### src/rtl/spi_write_controller_if.sv
// rtl/spi_write_controller_if.sv - request handshake and SPI bus signals of spi_write_controller
interface spi_write_controller_if;
  logic       req_valid;
  logic       req_ready;
  logic [6:0] req_addr;
  logic [7:0] req_data;
  logic       busy;
  logic       done;
  logic       err;
  logic       sclk;
  logic       copi;
  logic       ncs;

  modport master (
    output req_valid, req_addr, req_data,
    input  req_ready, busy, done, err, sclk, copi, ncs
  );

  modport slave (
    input  req_valid, req_addr, req_data,
    output req_ready, busy, done, err, sclk, copi, ncs
  );
endinterface

### src/rtl/spi_write_controller.sv
// rtl/spi_write_controller.sv - mode-0 SPI write initiator, 16-bit {1, addr, data} frames MSB first
// Optional SPI_CTRL_ADDR_CHECK_EN: addresses above 7'h04 are accepted silently and flagged on err.
module spi_write_controller #(
  parameter int CLK_DIV = 4
) (
  input  logic                 clk,
  input  logic                 rst,
  spi_write_controller_if.slave bus
);

  typedef enum logic [2:0] {IDLE, LEAD, SHIFT_HI, SHIFT_LO, GAP} state_t;

  state_t      state;
  logic [7:0]  cnt;
  logic [3:0]  bit_cnt;
  logic [15:0] frame;
  logic        phase_end;
  logic        accept;

  assign phase_end = (cnt == 8'(CLK_DIV - 1));
  assign accept    = bus.req_valid && bus.req_ready;

  always_ff @(posedge clk or posedge rst) begin
    if (rst) begin
      state         <= IDLE;
      cnt           <= '0;
      bit_cnt       <= '0;
      frame         <= '0;
      bus.req_ready <= 1'b1;
      bus.busy      <= 1'b0;
      bus.done      <= 1'b0;
      bus.err       <= 1'b0;
      bus.sclk      <= 1'b0;
      bus.copi      <= 1'b0;
      bus.ncs       <= 1'b1;
    end else begin
      bus.done <= 1'b0;
      bus.err  <= 1'b0;
      if (state != IDLE) cnt <= phase_end ? 8'd0 : cnt + 8'd1;

      case (state)
        IDLE: begin
          if (accept) begin
`ifdef SPI_CTRL_ADDR_CHECK_EN
            if (bus.req_addr > 7'h04) bus.err <= 1'b1;
            else
`endif
            begin
              frame         <= {1'b1, bus.req_addr, bus.req_data};
              bit_cnt       <= 4'd15;
              state         <= LEAD;
              bus.ncs       <= 1'b0;
              bus.copi      <= 1'b1;
              bus.req_ready <= 1'b0;
              bus.busy      <= 1'b1;
            end
          end
        end
        LEAD: begin
          if (phase_end) begin
            state    <= SHIFT_HI;
            bus.sclk <= 1'b1;
          end
        end
        SHIFT_HI: begin
          if (phase_end) begin
            state    <= SHIFT_LO;
            bus.sclk <= 1'b0;
            // next bit changes with the falling edge; bit 0 is held through the trailing phase
            if (bit_cnt != 4'd0) bus.copi <= frame[bit_cnt - 4'd1];
          end
        end
        SHIFT_LO: begin
          if (phase_end) begin
            if (bit_cnt != 4'd0) begin
              bit_cnt  <= bit_cnt - 4'd1;
              state    <= SHIFT_HI;
              bus.sclk <= 1'b1;
            end else begin
              state    <= GAP;
              bus.ncs  <= 1'b1;
              bus.copi <= 1'b0;
            end
          end
        end
        GAP: begin
          if (phase_end) begin
            state         <= IDLE;
            bus.req_ready <= 1'b1;
            bus.busy      <= 1'b0;
            bus.done      <= 1'b1;
          end
        end
        default: state <= IDLE;
      endcase
    end
  end

endmodule
### src/flat_wrapper.sv
// flat-port wrapper written by rule: the top's interface ports become plain ports
module spi_write_controller_flat 
#(
  parameter int CLK_DIV = 4
)
  (clk, rst, bus_req_valid, bus_req_addr, bus_req_data, bus_req_ready, bus_busy, bus_done, bus_err, bus_sclk, bus_copi, bus_ncs);
  spi_write_controller_if bus_i ();
  input  logic clk;
  input  logic rst;
  input wire logic [$bits(bus_i.req_valid)-1:0] bus_req_valid;
  input wire logic [$bits(bus_i.req_addr)-1:0] bus_req_addr;
  input wire logic [$bits(bus_i.req_data)-1:0] bus_req_data;
  output wire logic [$bits(bus_i.req_ready)-1:0] bus_req_ready;
  output wire logic [$bits(bus_i.busy)-1:0] bus_busy;
  output wire logic [$bits(bus_i.done)-1:0] bus_done;
  output wire logic [$bits(bus_i.err)-1:0] bus_err;
  output wire logic [$bits(bus_i.sclk)-1:0] bus_sclk;
  output wire logic [$bits(bus_i.copi)-1:0] bus_copi;
  output wire logic [$bits(bus_i.ncs)-1:0] bus_ncs;
  assign bus_i.req_valid = bus_req_valid;
  assign bus_i.req_addr = bus_req_addr;
  assign bus_i.req_data = bus_req_data;
  assign bus_req_ready = bus_i.req_ready;
  assign bus_busy = bus_i.busy;
  assign bus_done = bus_i.done;
  assign bus_err = bus_i.err;
  assign bus_sclk = bus_i.sclk;
  assign bus_copi = bus_i.copi;
  assign bus_ncs = bus_i.ncs;
  spi_write_controller #(.CLK_DIV(CLK_DIV)) u_core (.clk(clk), .rst(rst), .bus(bus_i));
endmodule
### config.mk
export PLATFORM = sky130hd
export DESIGN_NAME = spi_write_controller_flat
export DESIGN_NICKNAME = d
export VERILOG_FILES = /design/src/rtl/spi_write_controller_if.sv /design/src/rtl/spi_write_controller.sv /design/src/flat_wrapper.sv
export SDC_FILE = /design/constraint.sdc
export NUM_CORES = 1
export LEC_CHECK = 0
export CORE_MARGIN = 1
export CORE_UTILIZATION = 35
export CTS_BUF_LIST = sky130_fd_sc_hd__clkbuf_4 sky130_fd_sc_hd__clkbuf_8
export DETAILED_ROUTE_END_ITERATION = 7
export HOLD_SLACK_MARGIN = 0.15
export SLEW_MARGIN = 5
export SYNTH_ARGS = -nofsm -noshare
export SYNTH_HDL_FRONTEND = slang
export SYNTH_SLANG_ARGS = --single-unit
### constraint.sdc
create_clock -name clk -period 3.8 [get_ports clk]
set_input_delay 1.14 -clock clk [delete_from_list [all_inputs] [get_ports clk]]
set_output_delay 1.14 -clock clk [all_outputs]
set_load 0.01 [all_outputs]
==> qor.csv <==
stage,metric,value,unit
grt,grt_max_degree,38,
synth,top_logic_kind,simple AND/OR/NAND/NOR gates,
drt,top_layer,met4,
finish,logic_gates,111,
placed_design,post-dp-hpwl,2400,um
grt,overflow,0,
drt,wl_met2,1550,um
setup_path,crit_family,flip-flops,
pwr,power_density,752,nW/um^2
setup_path,rrSetupSlack,1.35,ns
finish,fin_util,0.455,
drt,drc_errors,0,
synth,synth-area-yosys,1830,sq um
synth,fp_nets,186,
finish,clkbuf_count,5,
placed_design,placed_cells,246,
pwr,power.leakage,0.932,nW
job,cap_viol_max_count,0,
grt,grtUsageTotal,0.142,
pwr,p_sw_frac,0.332,
setup_path,rr_startpoint,u_core.bit_cnt[0]$_DFFE_PP0P_,
floorplan,tap_cells,67,
setup_path,path_class,flop to primary output,
clock_network,worstSkewPairLatency,0.29,ns
finish,dominant_cells,flip-flops and latches,
clock_network,root_buffer,clkbuf_8,
drt,wire_per_inst,13.1,um
finish,largest_reg_flops,16,
clock_network,cts_made_buffers,5,
drt,vias,1265,
clock_network,cts_num_sinks,37,
drt,dr.pass1.iters,4,
grt,antenna_found_initial,0,
clock_network,clkTransAtPathRegs,0.08,ns
clock_network,cts_resized,0,
drt,antenna_left,0,
pwr,clock_power_share,0.239,
synth,yosysSeqAreaShare,0.506,
synth,synth-seq-cells,37,
setup_path,cp.required,2.66,ns
synth,syn_area,1830,sq um
pwr,intPower,0.00112,W
finish,nFillCells,470,
sta,slew_headroom,0.652,
drt,avgViaCountPerCell,4.98,
worst_hold_path,whs_endpoint,u_core.frame[15]$_DFFE_PP0P_,
job,warning_count,27,
pwr,vdd_ir_drop_max,0.330,mV
setup_path,crit_path_max_incr_delay,0.55,ns
finish,finalNetCount,207,
sta,max_freq,398,MHz
sta,drv_slew,0,
synth,ys_types,46,
placed_design,portBuffers,23,
pwr,p_switching,0.000554,W
finish,regMostFlops,u_core.frame,
synth,post-synth-top-count-cell,dfrtp_1,
synth,ff_type,dfrtp_1,
sta,min_period_over_period,0.661,
setup_path,start_kind,flop,
synth,synth_top_cell_by_area,dfrtp_1,
pwr,combinationalPowerShare,0.332,
worst_hold_path,hold_depth,1,
worst_hold_path,hold_path.startpoint,u_core.frame[15]$_DFFE_PP0P_,
clock_network,cts_hold_buf,0,
setup_path,cp_num_buf_inv,1,
outcome,status,finished clean,
clock_network,cts_buffer_depth,2,
synth,syn_avg_cell_area,11.1,sq um
finish,largest_registers,"u_core.frame x16, u_core.cnt x8, u_core.bit_cnt x4",
finish,buffers_excl_clock,25,
grt,use_met3,0.0393,
synth,edf_count,0,
synth,ys_top_cells_by_area,"dfrtp_1 48%, mux2_2 9.2%, nand3_1 3.0%",
finish,area_delta_synth_final,20.9,%
sta,fin_crit,2.51,ns
sta,tightest_slew,0.509,ns
sta,finalSetupViolations,0,
synth,simple_gate_share,0.162,
floorplan,die_w,74.4,um
finish,seq_cells,37,
placed_design,place_congestion,0.806,
finish,nonClkBufAreaFrac,0.111,
finish,final_layout_size_suffix_gt1_frac,0.182,
grt,grt_pass1_vias,1323,
grt,busiest_layer,met2,
setup_path,path_cells,clkdlybuf4s50_1,
finish,final-instance-count-excl-fill,254,
setup_path,crit_path_end_kind,primary output,
-- stage by stage --
step,hold slack (ns),worst slack (ns),power (W)
after floorplan,0.431,1.66,0.00112
after global placement,0.457,1.12,0.00126
after detailed placement,0.450,1.08,0.00128
after CTS,0.476,1.28,0.00169
after global routing,0.493,1.16,0.00179
final,0.473,1.29,0.00167
-- worst register-to-register path: cells and delay by family, from the launching register on --
kind,cells,cell delay [ns]
adders and majority gates,1,0.60
buffers and inverters,1,0.12
AOI/OAI and AO/OA,3,0.86
DFF,1,0.55
and+or+nand+nor,2,0.21
-- power by group through the flow --
stage               combinational [W]  clock, W  sequential (W)
finish                       0.000554  0.000398        0.000717
global route                 0.000623  0.000423        0.000747
CTS                          0.000564  0.000406        0.000716
detailed placement           0.000560         0        0.000722
global placement             0.000543         0        0.000713
floorplan                    0.000455         0        0.000667
### Metal layers overlaid

Drawn at 4 px/um.
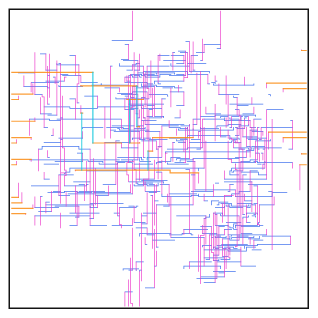
color	layer	wire length
magenta	met2	1,550 um
blue	met1	1,570 um
cyan	met4	57.8 um
orange	met3	164 um

### Pin placement

Drawn at 4 px/um. Pins as bars across the die edge, other pins in gray.
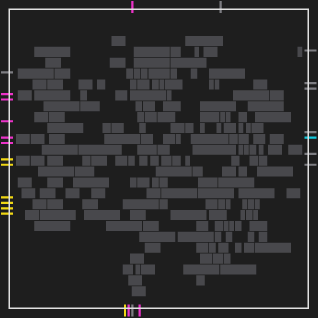
color	port	pins	direction	edge
yellow	bus_req_addr	7	input	6 west, 1 south
cyan	bus_req_ready	1	output	east
magenta	bus_req_data	8	input	5 west, 2 south, 1 north
all pins by edge	12 west, 7 east, 4 south, 2 north

### Register map, names as in the netlist

Drawn at 4 px/um. Other sequential cells in the stronger gray, the rest of the logic in the fainter gray.
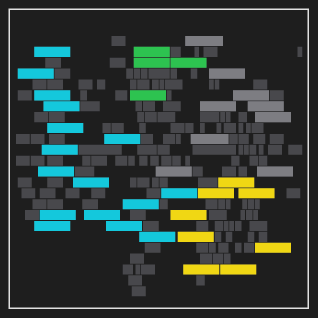
color	netlist name	placed flops
green	u_core.bit_cnt	4
yellow	u_core.cnt	8
cyan	u_core.frame	16
not colored	9

### Wires at chosen ports, followed through buffers

Drawn at 4 px/um.
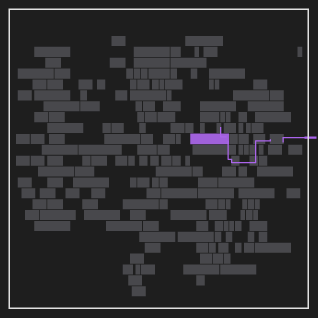
color	port	bits	direction	edge	end cells	buffers	wire
purple	bus_req_ready	1	output	east	1	1	32.5 um

Power and IR drop assume default switching activity.
